### Cell classes on the final placement

Drawn at 3 px/um. Fill, decap, tap and diode cells in grey.
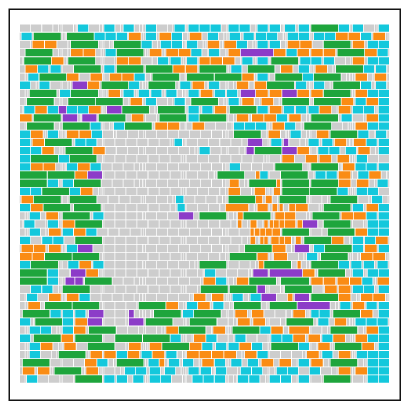
### Clock routing

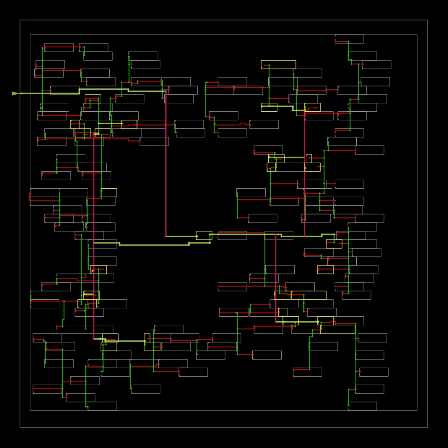
### Cell density map

Drawn at 2 px/um. 13 x 13 tiles, from black (low) to pale yellow (high), 0 to 100% covered.
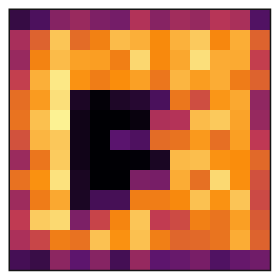
### Layout detail

Region (52, 52) to (77, 77) um. Cells in grey, sequential cells in the stronger grey; small squares are vias.
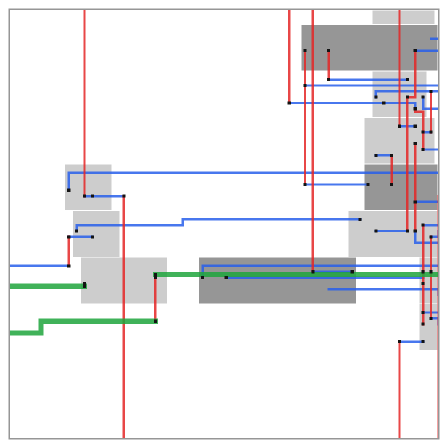
### src/rtl/memory_arbiter.sv
// rtl/memory_arbiter.sv - two-requester round-robin arbiter for one shared data memory
//
// Ports:
//   clk_i, rst_i                  clock, asynchronous active-high reset
//   req0_i/req1_i                 access request from requester 0 / 1
//   we0_i/we1_i                   1 = write, 0 = read
//   addr0_i/addr1_i               word address
//   wdata0_i/wdata1_i             write data
//   ack0_o/ack1_o                 one-cycle completion pulse
//   rdata0_o/rdata1_o             read data, valid while the matching ack is high
//   mem_addr_o/mem_wdata_o        latched command towards memory
//   mem_read_o/mem_write_o        memory strobes, only ever high in ACCESS
//   mem_rdata_i                   memory read data, sampled at the end of a read
//   busy_o                        high whenever the arbiter is not IDLE
//
// MEM_LAT (1..15) is the number of ACCESS cycles a command is presented to memory.

module memory_arbiter #(
  parameter int MEM_LAT = 1
) (
  input  logic        clk_i,
  input  logic        rst_i,
  input  logic        req0_i,
  input  logic        req1_i,
  input  logic        we0_i,
  input  logic        we1_i,
  input  logic [31:0] addr0_i,
  input  logic [31:0] addr1_i,
  input  logic [31:0] wdata0_i,
  input  logic [31:0] wdata1_i,
  output logic        ack0_o,
  output logic        ack1_o,
  output logic [31:0] rdata0_o,
  output logic [31:0] rdata1_o,
  output logic [31:0] mem_addr_o,
  output logic [31:0] mem_wdata_o,
  output logic        mem_read_o,
  output logic        mem_write_o,
  input  logic [31:0] mem_rdata_i,
  output logic        busy_o
);

  typedef enum logic [1:0] {
    IDLE   = 2'd0,
    ACCESS = 2'd1,
    RESP   = 2'd2
  } state_t;

  localparam logic [3:0] LAT_INIT = 4'(MEM_LAT - 1);

  state_t      state;
  logic [3:0]  cnt;
  logic        last_id;   // requester granted most recently
  logic        cur_id;    // requester owning the current transaction
  logic        cur_we;

  logic        grant_id;
  logic        grant_we;
  logic [31:0] grant_addr;
  logic [31:0] grant_wdata;

  // On a tie the requester that was not granted last wins, so a requester
  // that shows up while the other one is being served is always next.
  always_comb begin
    grant_id = 1'b0;
    if (req0_i && req1_i) begin
      grant_id = ~last_id;
    end else if (req1_i) begin
      grant_id = 1'b1;
    end
    grant_we    = grant_id ? we1_i    : we0_i;
    grant_addr  = grant_id ? addr1_i  : addr0_i;
    grant_wdata = grant_id ? wdata1_i : wdata0_i;
  end

  assign busy_o = (state != IDLE);

  always_ff @(posedge clk_i or posedge rst_i) begin
    if (rst_i) begin
      state       <= IDLE;
      cnt         <= 4'd0;
      last_id     <= 1'b1;  // requester 0 wins the first tie
      cur_id      <= 1'b0;
      cur_we      <= 1'b0;
      ack0_o      <= 1'b0;
      ack1_o      <= 1'b0;
      rdata0_o    <= 32'd0;
      rdata1_o    <= 32'd0;
      mem_addr_o  <= 32'd0;
      mem_wdata_o <= 32'd0;
      mem_read_o  <= 1'b0;
      mem_write_o <= 1'b0;
    end else begin
      // Strobes and acks are pulses; each state re-asserts what it needs.
      ack0_o      <= 1'b0;
      ack1_o      <= 1'b0;
      mem_read_o  <= 1'b0;
      mem_write_o <= 1'b0;

      case (state)
        IDLE: begin
          if (req0_i || req1_i) begin
            cur_id      <= grant_id;
            last_id     <= grant_id;
            cur_we      <= grant_we;
            mem_addr_o  <= grant_addr;
            mem_wdata_o <= grant_wdata;
            cnt         <= LAT_INIT;
            state       <= ACCESS;
            mem_read_o  <= ~grant_we;
            // With a one-cycle access the first ACCESS cycle is also the last.
            mem_write_o <= grant_we && (LAT_INIT == 4'd0);
          end
        end

        ACCESS: begin
          if (cnt == 4'd0) begin
            state <= RESP;
            if (!cur_we) begin
              if (cur_id) begin
                rdata1_o <= mem_rdata_i;
              end else begin
                rdata0_o <= mem_rdata_i;
              end
            end
            ack0_o <= ~cur_id;
            ack1_o <= cur_id;
          end else begin
            cnt         <= cnt - 4'd1;
            mem_read_o  <= ~cur_we;
            // The write strobe lands on the cycle where the counter reads 0,
            // so a write cut short by reset never reaches memory.
            mem_write_o <= cur_we && (cnt == 4'd1);
          end
        end

        RESP: begin
          state <= IDLE;
        end

        default: begin
          state <= IDLE;
        end
      endcase
    end
  end

endmodule

### config.mk
export PLATFORM = sky130hd
export DESIGN_NAME = memory_arbiter
export DESIGN_NICKNAME = d
export VERILOG_FILES = /design/src/rtl/memory_arbiter.sv
export SDC_FILE = /design/constraint.sdc
export NUM_CORES = 1
export LEC_CHECK = 0
export CAP_MARGIN = 10
export CORE_MARGIN = 3
export CORE_UTILIZATION = 40
export CTS_BUF_LIST = sky130_fd_sc_hd__clkbuf_8
export DETAILED_ROUTE_END_ITERATION = 12
export PLACE_DENSITY = 0.87
export RECOVER_POWER = 50
export SYNTH_ARGS = -nofsm -noshare
export SYNTH_HDL_FRONTEND = slang
export SYNTH_SLANG_ARGS = --single-unit
export TNS_END_PERCENT = 5
### constraint.sdc
create_clock -name clk_i -period 10.9 [get_ports clk_i]
set_input_delay 3.27 -clock clk_i [delete_from_list [all_inputs] [get_ports clk_i]]
set_output_delay 3.27 -clock clk_i [all_outputs]
set_load 0.02 [all_outputs]
==> run summary <==
run metrics: CP endpoint kind async pin, sequential fraction of the synthesis area 0.576, synth warn 0, TritonCTS clock tree built, reg2reg end mem_addr_o[16], WHS 0.498 ns, Max VDD drop about 0.21 mV, synthesized area around 0.0061 mm2, DPL Wire Length 12700 um, min Tclk post-route 6.04 ns, #FFs+latches synth 141, DRT iter0 DRCs around 150, pwr dens 280 mW/mm2, Synth Net Count 569, cell count after synthesis between 400 and 500, hold crit path type reg -> reg, TritonCTS Buffers 17, most instantiated logic cells after routing 199 x clkdlybuf4s50_1, 190 x mux2_2, 140 x dfrtp_1, Leak Pwr between 4 and 5 nW, clk buf depth 2, Final Hold Fails 0, Reg2Reg Depth 4, Tool Warnings 27, gr ovfl total 0, RSZ-0062 raised after global routing no, Crit Path Max Fanout ~70, largest net degree at the start of global routing about 73, CP Class in -> async, row count 44, CTS clk-pin slew, worst paths 0.08 ns, Layout area overhead 58.1%, vias per inst between 4 and 5, DP Area 0.00928 mm2, Pins Over Slew Limit between 70 and 80, Crit path arrival time ~6.5 ns, placed cells ~870, PortBufs between 200 and 300, drt pass-1 iters 4, status complete, but fails checks, Core Util, Final 0.657, Worst EP required ~11 ns, core area ~0.015 mm2, Final #Nets between 800 and 900, Hold Path Cell Cnt 1, Rel. slew slack -0.957, FMAX between 0.15 and 0.2 GHz, Final Skew around 0.01 ns, Crit. Startpoint rst_i, post-placement setup slack just over 5 ns, syn avg cell area about 15 um2, # Post-CTS Setup Buffers 0, worst skew pair latency approximately 0.44 ns, RePlAce Congestion 0.777, Commonest flop dfrtp_1, wire per inst between 15 and 20 um, Final WS setup 4.86 ns, failing checks max-capacitance violations, max-slew violations, Commonest Layout Cell clkdlybuf4s50_1, end of the critical path mem_addr_o[8], Final Cell Area ~0.0097 mm2, Cell Type Count 28, CP Launch Type primary input, reg2reg setup slack about 8.3 ns, # Cells Yosys between 400 and 500, Post-Route WL between 15000 and 20000 um, Min-Delay Endpoint rdata0_o[29], Die Height ~130 um, max cap viols 1, yosys stat area 0.00613 mm2, Power Total between 0.002 and 0.003 W, R2R Path Start state[0], worst slew pin tran between 2 and 3 ns, vias in the first global route 4868, clock sinks roughly 140, total negative slack 0 ns, die width 130 um, cts repair resizes 0, IO Count 299, Post-DRT Antenna Nets 0, global-route wire length before repair approximately 25000 um, H-Tree Depth 4, Post-synth EDFFs 0, fp util 0.416, total global-route track usage 0.191, layout cells sized above 1 0.324, fin cells between 800 and 900, Min-Delay Startpoint rdata0_o[29], Async S/R FF share, synth 1.00, chip area about 0.017 mm2, Final setup viols 0, CTS root buf clkbuf_8, antenna violations before repair 0, hold_buf cts 0, Final period util 0.554, Remaining DRCs 0, via count 4446
-- 'Cell classes on the final placement' (at the start) --
cyan -> other buffers and delay cells  # cells 303
orange -> all other logic  # cells 239
green -> flip-flops  # cells 141
purple -> clock drivers and dummy loads  # cells 30

-- 'Clock routing' (at the start) --
Clk power: 0.000435 W
flip-flops: 141

-- 'Cell density map' (at the start) --
emptiest ninth of the die = centre
mean over tiles = 56%
fullest tile = 97%
nearly empty tiles = 5.3%
tiles over 75% full = 34%

-- 'Layout detail' (at the start) --
green -> met3
red -> met2
blue -> met1
netlist names of flops here include = ack0_o (1), mem_read_o (1)
most frequent = dfrtp_1 (2), buf_4 (2)
sequential cells in the window = 2
cells with their middle in the window = 10

[power breakdown]
part           total [W]  leakage, nW  switching (W)  internal [W]
clock           0.000435        0.199       0.000193      0.000242
sequential      0.000931         1.69       0.000144      0.000787
combinational    0.00135         2.14       0.000643      0.000708
total            0.00272         4.03       0.000980       0.00174
[sequential cells by signal, indices dropped and copies added, names as in the netlist, 2 cells and up]
signal	cells
cnt	4
mem_addr_o	32
rdata0_o	32
rdata1_o	32
mem_wdata_o	32
state	2
[per-layer routing]
metal / vias to the layer above / global-route usage / share of wire
met2: 187 / 0.361 / 0.54
met3: 22 / 0.0794 / 0.095
met4: 0 / 0.0623 / 0.018
li1: 2046 / - / -
met1: 2191 / 0.187 / 0.35
met5: - / 0 / 0
[synthesized netlist by cell type, types with 2 or more instances]
cell,count,share of area
nor2_1,6,0.0037
buf_6,4,0.0073
o21ai_0,6,0.0049
inv_1,5,0.0031
clkbuf_1,6,0.0037
nand3_1,3,0.0024
ha_1,2,0.0041
buf_2,11,0.0090
mux2i_1,6,0.0098
nor3_1,3,0.0024
mux2_1,3,0.0055
dfrtp_1,140,0.57
mux2_2,191,0.35
[cell type report]
type                    instances  area, um2
diodes                          1       2.50
well taps                     184        230
multi-input cells             234       2480
clock buffers                  20        275
flip-flops and latches        141       3530
clock inverters                10        139
repair buffers                303       3020
inverters                       5       20.0
fillers                      1077       5060
[worst max-delay path, stage by stage]
cell and delay [ns]:
dlygate4sd3_1 0.55, clkinvlp_2 1.64, buf_4 0.92
[cell families after synthesis]
family          count (synthesis)  share of synthesized area
compound gates                 10                    0.00980
fa+ha+maj                       2                    0.00408
buf+inv                        26                     0.0231
flops                         141                      0.576
mux                           200                      0.366
simple gates                   22                     0.0214
Power is estimated from default activity; no workload was simulated.
